==> config.mk <==
export PLATFORM = sky130hd
export DESIGN_NAME = switch_box_ctx_config
export DESIGN_NICKNAME = d
export VERILOG_FILES = /design/src/rtl/switch_box_ctx_config.sv
export SDC_FILE = /design/constraint.sdc
export NUM_CORES = 1
export LEC_CHECK = 0
export ABC_CLOCK_PERIOD_IN_PS = 9800
export CAP_MARGIN = 0
export CORE_ASPECT_RATIO = 1.4
export CORE_MARGIN = 2
export CORE_UTILIZATION = 50
export CTS_BUF_LIST = sky130_fd_sc_hd__clkbuf_4
export CTS_CLUSTER_SIZE = 20
export DETAILED_ROUTE_END_ITERATION = 8
export GPL_ROUTABILITY_DRIVEN = 0
export MAX_ROUTING_LAYER = met4
export PLACE_DENSITY = 0.7
export SKIP_CTS_REPAIR_TIMING = 1
export SLEW_MARGIN = 0
export SYNTH_ARGS = -nofsm -noshare
export SYNTH_HDL_FRONTEND = slang
export SYNTH_SLANG_ARGS = --single-unit
export TNS_END_PERCENT = 20
==> constraint.sdc <==
create_clock -name clk -period 9.8 [get_ports clk]
set_clock_uncertainty 0.15 [all_clocks]
set_input_delay 1.96 -clock clk [delete_from_list [all_inputs] [get_ports clk]]
set_output_delay 1.96 -clock clk [all_outputs]
set_load 0.02 [all_outputs]
==> src/rtl/switch_box_ctx_config.sv <==
// Multi-context configuration store for the CLB switch box: scan-chain staging register,
// NCTX committed planes and a break-before-make context switcher driving conf_out.
module switch_box_ctx_config #(
    parameter int WS           = 8,
    parameter int WD           = 8,
    parameter int NCTX         = 2,
    parameter int BLANK_CYCLES = 2,
    localparam int CONF_W      = (WS + WD / 2) * 6,
    localparam int CW          = (NCTX > 1) ? $clog2(NCTX) : 1
) (
    input  logic              clk,
    input  logic              rst,
    input  logic              cen,
    input  logic              shift_in,
    output logic              shift_out,
    input  logic              set_in,
    input  logic [CW-1:0]     ctx_wr_sel,
    input  logic [CW-1:0]     ctx_sel,
    input  logic              ctx_switch_req,
    output logic              ctx_switch_ack,
    output logic [CW-1:0]     ctx_active,
    output logic              load_err,
    output logic [CONF_W-1:0] conf_out
);

    localparam int NPL   = 1 << CW;
    localparam int CNT_W = $clog2(CONF_W + 1);
    localparam int BC_W  = (BLANK_CYCLES > 1) ? $clog2(BLANK_CYCLES) : 1;
    localparam logic [BC_W-1:0]  BLANK_LOAD = BC_W'(BLANK_CYCLES - 1);
    localparam logic [CNT_W-1:0] CNT_FULL   = CNT_W'(CONF_W);

    // Bit i set when plane index i exists; keeps range checks free of width-limited compares.
    function automatic logic [NPL-1:0] ctx_ok_mask();
        logic [NPL-1:0] m;
        for (int i = 0; i < NPL; i++) m[i] = (i < NCTX);
        return m;
    endfunction

    localparam logic [NPL-1:0] CTX_OK = ctx_ok_mask();

    typedef enum logic [1:0] {IDLE, BLANK, MAKE} state_t;

    state_t            state, state_nxt;
    logic [BC_W-1:0]   bcnt, bcnt_nxt;
    logic [CW-1:0]     tgt, tgt_nxt;
    logic [CW-1:0]     act_nxt;
    logic              ack_nxt;

    logic [CONF_W-1:0] sr;
    logic [CNT_W-1:0]  cnt;
    logic [CONF_W-1:0] plane [NPL];

    assign shift_out = sr[CONF_W-1];

    always_ff @(posedge clk) begin
        if (!rst) begin
            state          <= IDLE;
            bcnt           <= '0;
            tgt            <= '0;
            ctx_active     <= '0;
            ctx_switch_ack <= 1'b0;
        end else begin
            state          <= state_nxt;
            bcnt           <= bcnt_nxt;
            tgt            <= tgt_nxt;
            ctx_active     <= act_nxt;
            ctx_switch_ack <= ack_nxt;
        end
    end

    always_comb begin
        state_nxt = state;
        bcnt_nxt  = bcnt;
        tgt_nxt   = tgt;
        act_nxt   = ctx_active;
        ack_nxt   = 1'b0;
        case (state)
            IDLE: begin
                if (ctx_switch_req && CTX_OK[ctx_sel]) begin
                    if (ctx_sel == ctx_active) begin
                        ack_nxt = 1'b1;
                    end else begin
                        state_nxt = BLANK;
                        bcnt_nxt  = BLANK_LOAD;
                        tgt_nxt   = ctx_sel;
                    end
                end
            end
            BLANK: begin
                if (bcnt == '0) begin
                    state_nxt = MAKE;
                    act_nxt   = tgt;
                end else begin
                    bcnt_nxt = bcnt - 1'b1;
                end
            end
            MAKE: begin
                state_nxt = IDLE;
                ack_nxt   = 1'b1;
            end
            default: state_nxt = IDLE;
        endcase
    end

    // Commit samples the pre-edge staging word, so a same-cycle shift never corrupts it.
    always_ff @(posedge clk) begin
        if (!rst) begin
            sr       <= '0;
            cnt      <= '0;
            load_err <= 1'b0;
            conf_out <= '0;
            for (int i = 0; i < NPL; i++) plane[i] <= '0;
        end else begin
            if (cen) sr <= {sr[CONF_W-2:0], shift_in};
            if (set_in) begin
                if (cnt == CNT_FULL && CTX_OK[ctx_wr_sel]) begin
                    plane[ctx_wr_sel] <= sr;
                    load_err          <= 1'b0;
                end else begin
                    load_err <= 1'b1;
                end
                cnt <= cen ? CNT_W'(1) : '0;
            end else if (cen && cnt != CNT_FULL) begin
                cnt <= cnt + 1'b1;
            end
            conf_out <= (state == BLANK) ? '0 : plane[ctx_active];
        end
    end

endmodule

==> flow_summary.toml <==
# implementation run metrics
[critical_path]
path_cells = "clkdlybuf4s50_1"
crit_start = "ctx_active"
endpoint = "ctx_active"
cpPeakStageDelay_ns = 0.70
setup.worst_path.class = "register to output port"
critical_path_buf_inv_count = 1
slowest_stage = "clkdlybuf4s50_1"
cp.required_ns = 7.69
crit_path_start_kind = "register"
endpoint_kind = "output port"
path_max_fanout = 26

[clock_tree]
cts_buffers = 73
cts_tree = "done"

[finish]
clkCellAreaFrac_pct = 7.11
largest_cell_class = "flip-flops and latches"
fin_util_pct = 59.6
reg.largest.list = "plane: 144 flops, conf_out: 72 flops, sr: 72 flops"
layout_top_cell = "dfxtp_1"
clock_buffers = 112
n_sequential_cell = 302
combGateArea_um2 = 3650
n_antenna_cell = 1
final_cell_area_um2 = 13400

[outcome]
status = "finished clean"

[grt]
use_met2_pct = 29.1
grt_max_degree = 89
use_met1_pct = 18.9
grtUsageTotal_pct = 17.1
grt_pass1_vias = 6624
antenna_found_initial = 1

[die]
core_um2 = 22400
fp.dieArea_um2 = 23900
ios = 84
die_x_um = 131
fp-utilization_pct = 50.6

[final_timing]
hold_ws_ns = 0.308
fin_crit_ns = 4.11
slew_viol_final = 0
relSlewSlack_pct = 30.8
grt_setup_unrepaired = "no"
period_used_pct = 42.0
timing.final.ws_setup_ns = 5.69
hold_violations = 0

[routing]
drt_iter0_markers = 259
wire_per_inst_um = 14.4
viasPerCell = 4.82
wl_met3_um = 731
drt_pass1_iterations = 4
drtAntennaViolNets = 0

[placed_design]
portBuffers = 83
place_hpwl_mm = 10.2
dpl_worst_slack_ns = 5.41
placedInstanceArea_um2 = 12400

[yosys]
synthesis.area_um2 = 11300
synth_cell_type_count = 36
mux_share_pct = 12.9
ys_cells = 850
ys_warn_count = 0
synth.most_common_cell = "dfxtp_1"
top_cell_area_share_pct = 38.1
yosysChipArea_um2 = 11300
async_flop_share_pct = 0
syn_nets = 860
synth_xor_xnor_area_share_pct = 0.232
ff_type = "dfxtp_1"
synthTopCellsByCount = "dfxtp_1, mux2i_1, edfxtp_1, and2_2, nor2_1"
ys_sh_simple_pct = 17.4
synthCells = 850
synth_seq_share_pct = 66.0
syn_avg_cell_area_um2 = 13.4
ys_sh_aoi_pct = 1.16
adder_share_pct = 0.221

[power]
p_per_area_nw_per_um2 = 192
power.leakage_nw = 4.96
clk-power_mw = 1.02
intPower_mw = 1.99
seqPwrFrac_pct = 54.2
swShare_pct = 22.4
maxPowerGroup = "registers"
pwr-share-comb_pct = 6.2

[run]
warning_count = 27
maxCapViolCount = 0

[worst_hold_path]
min_path_type = "register to register"
Figure 1. The metal 1 layer.
Drawn at 2 px/um. Supply wires on this layer in gray. Cells faint in the background.
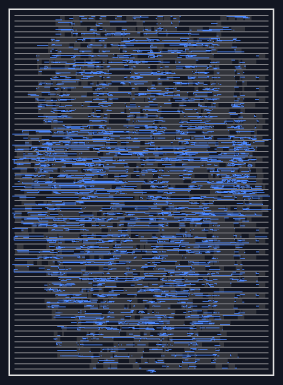
share of all routed wire: 43%
nets with wire on the layer: 925
wire length on this layer: 8150 um
main direction: horizontal
longest straight run: 56.6 um
DRT Wirelength: 19.1 mm
DR vias: 6402

Figure 2. Signal wires on met2.
Drawn at 2 px/um.
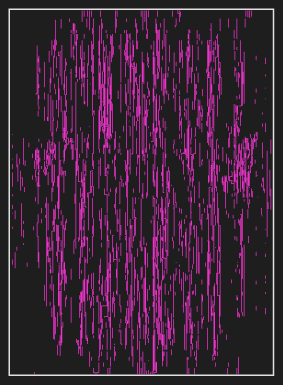
longest straight run: 58.1 um
wire length on this layer: 9740 um
share of all routed wire: 51%
nets with wire on the layer: 789

Figure 3. Met3 routing.
Drawn at 3 px/um. Cells faint in the background.
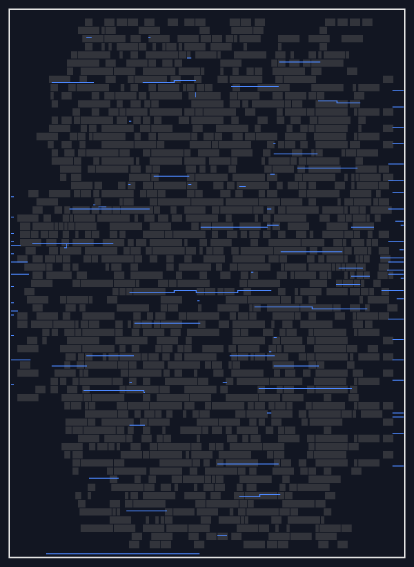
wire length on this layer: 732 um
longest straight run: 50.8 um
nets with wire on the layer: 62
share of all routed wire: 3.8%
grt met3 use: 3.78%

Power and IR drop assume default switching activity.
